File: src/rtl/memory_access.sv
`default_nettype none
// ==========================================================================
// memory_access : pipeline M stage, one dbus transaction per memory op
// Rev 1.0 -- optional build macro: MEM_MISALIGN_CHECK_EN
// ==========================================================================
package memory_access_pkg;
   localparam int XLEN   = 64;
   localparam int ADDR_W = 64;

   typedef struct packed {
      logic       regwrite;
      logic       memread;
      logic       memwrite;
      logic [1:0] msize;
      logic       msigned;
   } ctl_t;

   typedef struct packed {
      logic              valid;
      logic [XLEN-1:0]   pc;
      logic [31:0]       raw_instr;
      logic [4:0]        dst;
      logic [XLEN-1:0]   aluout;
      logic [XLEN-1:0]   storedata;
      ctl_t              ctl;
   } execute_data_t;

   typedef struct packed {
      logic              valid;
      logic [XLEN-1:0]   pc;
      logic [31:0]       raw_instr;
      logic [4:0]        dst;
      logic [XLEN-1:0]   writedata;
      ctl_t              ctl;
   } memory_data_t;

   typedef struct packed {
      logic              valid;
      logic [ADDR_W-1:0] addr;
      logic [1:0]        size;
      logic [7:0]        strobe;
      logic [XLEN-1:0]   data;
   } dbus_req_t;

   typedef struct packed {
      logic              addr_ok;
      logic              data_ok;
      logic [XLEN-1:0]   data;
   } dbus_resp_t;
endpackage

module memory_access
   import memory_access_pkg::*;
(
   input  logic          clk,
   input  logic          reset_n,
   input  logic          flush,
   input  execute_data_t dataE,
   output logic          in_ready,
   output memory_data_t  dataM,
   output dbus_req_t     dreq,
   input  dbus_resp_t    dresp,
   output logic          misalign
);
   typedef enum logic [1:0] {IDLE = 2'd0, REQ = 2'd1, WAIT = 2'd2, DRAIN = 2'd3} state_e;

   state_e          state_q, state_d;
   execute_data_t   hold_q, hold_d;
   logic            kill_q, kill_d;
   memory_data_t    dataM_q, dataM_d;
   logic            accept, is_mem, bad_align, complete;
   logic [2:0]      off;
   logic [7:0]      byte_mask;
   logic [XLEN-1:0] shifted, load_val;

   assign off      = hold_q.aluout[2:0];
   assign is_mem   = dataE.ctl.memread | dataE.ctl.memwrite;
   assign in_ready = (state_q == IDLE) & ~flush;
   assign accept   = dataE.valid & in_ready;
   assign dataM    = dataM_q;

`ifdef MEM_MISALIGN_CHECK_EN
   logic [2:0] align_mask;
   logic       misalign_q;

   assign align_mask = 3'((4'd1 << dataE.ctl.msize) - 4'd1);
   assign bad_align  = is_mem & (|(dataE.aluout[2:0] & align_mask));
   assign misalign   = misalign_q;

   always_ff @(posedge clk or negedge reset_n) begin
      if (!reset_n) misalign_q <= 1'b0;
      else          misalign_q <= accept & bad_align;
   end
`else
   assign bad_align = 1'b0;
   assign misalign  = 1'b0;
`endif

   always_comb begin
      case (hold_q.ctl.msize)
         2'd0:    byte_mask = 8'h01;
         2'd1:    byte_mask = 8'h03;
         2'd2:    byte_mask = 8'h0F;
         default: byte_mask = 8'hFF;
      endcase
   end

   // Request fields come straight from the held instruction, so they stay stable until addr_ok.
   always_comb begin
      dreq = '0;
      if (state_q == REQ) begin
         dreq.valid = 1'b1;
         dreq.addr  = hold_q.aluout;
         dreq.size  = hold_q.ctl.msize;
         if (hold_q.ctl.memwrite) begin
            dreq.strobe = byte_mask << off;
            dreq.data   = hold_q.storedata << {off, 3'b000};
         end
      end
   end

   always_comb begin
      shifted = dresp.data >> {off, 3'b000};
      case (hold_q.ctl.msize)
         2'd0:    load_val = {{(XLEN-8){hold_q.ctl.msigned & shifted[7]}}, shifted[7:0]};
         2'd1:    load_val = {{(XLEN-16){hold_q.ctl.msigned & shifted[15]}}, shifted[15:0]};
         2'd2:    load_val = {{(XLEN-32){hold_q.ctl.msigned & shifted[31]}}, shifted[31:0]};
         default: load_val = shifted;
      endcase
   end

   always_comb begin
      state_d  = state_q;
      hold_d   = hold_q;
      kill_d   = kill_q;
      dataM_d  = '0;
      complete = 1'b0;
      case (state_q)
         IDLE: begin
            if (accept) begin
               if (is_mem && !bad_align) begin
                  hold_d  = dataE;
                  kill_d  = 1'b0;
                  state_d = REQ;
               end else begin
                  dataM_d.valid     = 1'b1;
                  dataM_d.pc        = dataE.pc;
                  dataM_d.raw_instr = dataE.raw_instr;
                  dataM_d.dst       = dataE.dst;
                  dataM_d.writedata = dataE.aluout;
                  dataM_d.ctl       = dataE.ctl;
                  if (bad_align) dataM_d.ctl.regwrite = 1'b0;
               end
            end
         end
         REQ: begin
            // A flushed request is still carried through the handshake, then its data drained.
            kill_d = kill_q | flush;
            if (dresp.addr_ok) begin
               if (dresp.data_ok) begin
                  state_d  = IDLE;
                  complete = ~(kill_q | flush);
               end else begin
                  state_d  = (kill_q | flush) ? DRAIN : WAIT;
               end
            end
         end
         WAIT: begin
            if (dresp.data_ok) begin
               state_d  = IDLE;
               complete = ~flush;
            end else if (flush) begin
               state_d  = DRAIN;
            end
         end
         DRAIN: begin
            if (dresp.data_ok) state_d = IDLE;
         end
         default: state_d = IDLE;
      endcase
      if (complete) begin
         dataM_d.valid     = hold_q.valid;
         dataM_d.pc        = hold_q.pc;
         dataM_d.raw_instr = hold_q.raw_instr;
         dataM_d.dst       = hold_q.dst;
         dataM_d.writedata = hold_q.ctl.memread ? load_val : hold_q.aluout;
         dataM_d.ctl       = hold_q.ctl;
      end
   end

   always_ff @(posedge clk or negedge reset_n) begin
      if (!reset_n) begin
         state_q <= IDLE;
         hold_q  <= '0;
         kill_q  <= 1'b0;
         dataM_q <= '0;
      end else begin
         state_q <= state_d;
         hold_q  <= hold_d;
         kill_q  <= kill_d;
         dataM_q <= dataM_d;
      end
   end
endmodule
`default_nettype wire
File: config.mk
export PLATFORM = sky130hd
export DESIGN_NAME = memory_access
export DESIGN_NICKNAME = d
export VERILOG_FILES = /design/src/rtl/memory_access.sv
export SDC_FILE = /design/constraint.sdc
export NUM_CORES = 1
export LEC_CHECK = 0
export CAP_MARGIN = 20
export CORE_AREA = 2 2 238 240
export CTS_BUF_LIST = sky130_fd_sc_hd__clkbuf_8
export CTS_CLUSTER_DIAMETER = 80
export CTS_CLUSTER_SIZE = 12
export DETAILED_ROUTE_END_ITERATION = 8
export DIE_AREA = 0 0 240 242
export PLACE_DENSITY = 0.77
export SYNTH_ARGS = -nofsm -noshare
export SYNTH_HDL_FRONTEND = slang
export SYNTH_SLANG_ARGS = --single-unit
File: constraint.sdc
create_clock -name clk -period 2.4 [get_ports clk]
set_input_delay 0.48 -clock clk [delete_from_list [all_inputs] [get_ports clk]]
set_output_delay 0.48 -clock clk [all_outputs]
set_load 0.02 [all_outputs]
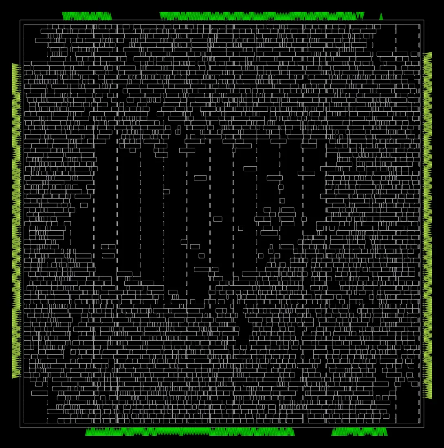
**Above:** placement view.
row count: 87
Std-Cell Core Area: 0.0557 mm²
Flops: 411

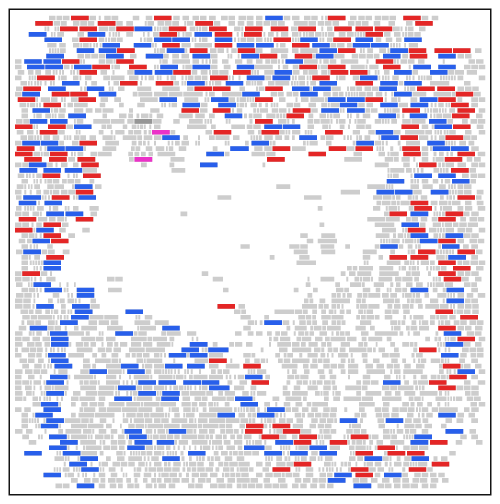
**Above:** register map, names as in the netlist.
Drawn at 2 px/µm. Other sequential cells in the stronger gray, the rest of the logic in the fainter gray.
[`dataM`] red | placed flops: 172 | where: widely spread
[`hold_q`] blue | placed flops: 236 | where: widely spread
[`state_q`] magenta | placed flops: 2
not colored: 1
fraction of standard cell area that is sequential: 30.8%
fin util: 60.0%
seq pwr: 11.2 mW
sequential cell area: 0.0103 mm²

==> results.py <==
# Auto-generated metrics
metrics = {
    "route": {
        "ant_nets": 0,
        "viasPerCell": 5.58,
        "met3_length_um": 9440,
        "dr.pass1.iters": 6,
        "dr.max_layer_used": "met5",
        "wl_met1_um": 34600,
        "drtIter0Drc": 2080,
        "vias": 21100,
        "totalWireLength_um": 93600,
        "wl_met2_um": 44700,
        "drc": 0,
    },
    "synth": {
        "synth.most_common_cell": "nand2_1",
        "topCellsByArea": "dfrtp_1 51%, nand2_1 15%, a22o_1 5.0%",
        "yosysCellCount": 2161,
        "top_cells_by_count": "786 x nand2_1, 411 x dfrtp_1, 117 x a22o_1, 100 x mux2i_1, 96 x clkbuf_1",
        "synth_area_mm2": 0.0203,
        "mux_share_pct": 10.2,
        "aoi_share_pct": 14.2,
        "synthXorXnorAreaFrac_pct": 0,
        "largest_area_cell": "dfrtp_1",
        "synth_area_per_cell_um2": 9.40,
        "ys_sh_adder_pct": 0.308,
        "synth_top_flop_cell": "dfrtp_1",
        "synth-edff-count": 0,
        "async_flop_share_pct": 100,
        "logic_family": "simple AND/OR/NAND/NOR gates",
        "ys_seq_share_pct": 50.6,
        "yosysUniqueCellTypes": 56,
    },
    "final_timing": {
        "clock_skew_ns": 0.0595,
        "period_minus_slack_ns": 2.92,
        "max_freq_mhz": 342,
        "slew_violations": 0,
        "rsz0062_at_grt": "true",
        "fin_ws_ns": -0.522,
        "hold_slack_ns": 0.353,
        "tightest_slew_ns": 0.546,
        "setup_violations": 219,
        "hold_viol": 0,
        "min_period_over_period_pct": 122,
    },
    "worst_setup_path": {
        "worstPathArrival_ns": 2.44,
        "path_class": "reg -> out",
        "worstSetupStartpoint": "hold_q[70]",
        "path_cells": "buf_8 > nor2_1 > nand2_1 > nor2_2 > buf_6 > buf_4 > a22o_1 > buf_2",
        "regToRegStartpoint": "hold_q[70]",
        "max_stage_delay_ns": 0.55,
        "cp_top_family": "buffers and inverters",
        "path_max_fanout": 8,
        "crit_slowest_cell": "dfrtp_4",
        "path_buffers": 4,
        "start_kind": "flop",
        "endpoint_kind": "output port",
    },
    "floorplanning": {
        "initCoreUtil_pct": 36.5,
        "die_x_um": 240,
        "chipArea_mm2": 0.0581,
        "die_y_um": 242,
    },
    "layout": {
        "layout-drive-gt1-share_pct": 29.8,
        "fill_cells": 4478,
        "final_nets": 3327,
        "final_cells": 3788,
    },
    "run_status": {
        "violations": "setup timing",
        "status": "complete, but fails checks",
    },
    "pwr": {
        "leakagePower_nw": 15.4,
        "pwr_density_cell_mw_per_mm2": 1190,
    },
    "global_routing": {
        "grt_pass1_vias": 20800,
        "antenna_found_initial": 10,
        "grt_max_degree": 66,
        "grt_overflow": 0,
        "grt_pass1_wl_um": 132000,
    },
    "placed_design": {
        "place_ws_ns": -0.306,
        "dp_cells": 3592,
        "dp_hpwl_um": 62200,
        "place_congestion": 0.944,
    },
    "clock_network": {
        "insertion_delay_ns": 0.68,
        "clkSlewWorstSetupHoldPaths_ns": 0.10,
        "cts_tree": "yes",
        "cts_made_buffers": 42,
        "cts.sinks": 411,
    },
    "run": {
        "openroad.warnings": 32,
        "cap_violations": 0,
    },
}
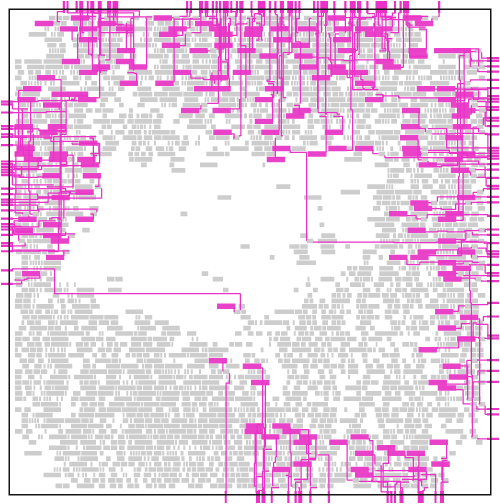
**Above:** nets reached from selected ports.
Drawn at 2 px/µm.
[`dataM`] magenta | direction: output | edge: 71 top, 48 right, 30 left, 23 bottom | end cells: 172 | buffers: 172 | wire: 6440 µm
Top-Level Pins: 618
PortBufs: 616

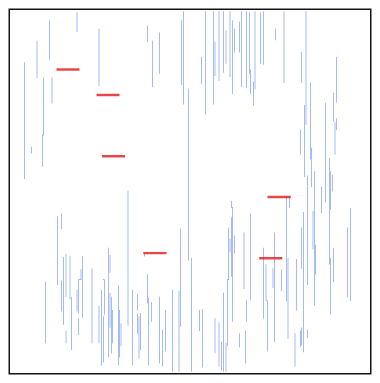
**Above:** metal layers overlaid.
Drawn at 1.5 px/µm. Two of the layers only.
[metal 5] red | wire length: 82.8 µm
[metal 4] blue | wire length: 4730 µm
Tot GR Track Use: 30.0%
drt wl/cell: 24.7 µm

==> final timing paths <==
path | end | slack [ns] | cells past startpoint
setup / recovery | dreq[39] | -0.52 | 8
hold / removal | hold_q[44] | 0.35 | 3
setup reg to reg | dataM[67] | -0.44 | 14
hold reg to reg | hold_q[191] | 0.48 | 2
max in group asynchronous | dataM[95] | 1.23 | 4
min in group asynchronous | dataM[70] | 0.38 | 2
==> power by group <==
| part | internal (mW) | leakage (nW) | switching [mW] |
|---|---|---|---|
| clock network | 1.69 | 0.357 | 2.61 |
| registers | 9.11 | 5.36 | 2.09 |
| logic | 12.2 | 9.72 | 12.2 |
==> through the flow <==
step | total power, mW | cell area, µm²
after floorplan | 20.1 | 20300
after detailed placement | 28.4 | 29000
after global placement | 28.0 | 29000
final | 39.8 | 33400
after global routing | 41.5 | 33400
after CTS | 37.0 | 31700
==> registers in the layout, indices dropped and copies added (netlist names) <==
| register | count |
|---|---|
| kill_q | 1 |
| state_q | 2 |
| hold_q | 236 |
| dataM | 172 |
==> metal layers <==
metal | GRT usage (%) | vias up
met4 | 12.1 | 12
met2 | 49.9 | 1371
li1 | - | 9067
met3 | 7.26 | 298
met5 | 0 | -
met1 | 37.3 | 10400
==> worst reg2reg max path, delay by kind of cell (launching register included) <==
family | cells | cell delay [ns]
buffers and inverters | 9 | 1.28
DFF | 1 | 0.55
and+or+nand+nor | 3 | 0.51
AOI/OAI and AO/OA | 2 | 0.39
==> area by class of cell <==
type | count | area, µm² | share of cell area [%]
clock inverters | 10 | 71.3 | 0.213
flip-flops and latches | 411 | 10300 | 30.8
diodes | 5 | 12.5 | 0.0374
repair buffers | 981 | 10900 | 32.6
well taps | 756 | 946 | 2.83
clock buffers | 44 | 606 | 1.81
multi-input cells | 1572 | 10600 | 31.6
inverters | 9 | 36.3 | 0.109
==> layout by cell type, fill, tap and decap left out, drive strengths merged, types with 3 or more instances in the layout <==
cell / n
a2bb2oi: 6
mux2i: 100
a311oi: 5
o21a: 3
a211oi: 14
ha: 5
clkbuf: 61
o211ai: 6
clkdlybuf4s50: 475
dfrtp: 411
a221o: 7
buf: 486
nor2b: 15
a21o: 4
inv: 15
nor2: 85
mux4: 39
o221ai: 8
a21oi: 48
mux2: 18
nor3: 9
or2: 7
a221oi: 6
diode: 5
and2: 86
a22o: 117
o22ai: 8
nand3b: 4
nand2b: 5
and3: 11
nand2: 786
o21ai: 94
a22oi: 55
==> cells by family after synthesis <==
family | Yosys count
mux | 157
simple gates | 1018
buf+inv | 178
compound gates | 391
flops | 411
other cells | 1
fa+ha+maj | 5
==> what timing repair did <==
action | 4_1_cts | 5_1_grt
gates resized | 963 | 311
pin swaps | 47 | 143
setup buffers | 72 | 46
cloned | 21 | 24
endpoints found under the setup margin | 170 | 308
endpoints found under the hold margin | 40 | 0
hold buffers | 1 | 0
No activity file was given, so power comes from the tool's default toggle rates.
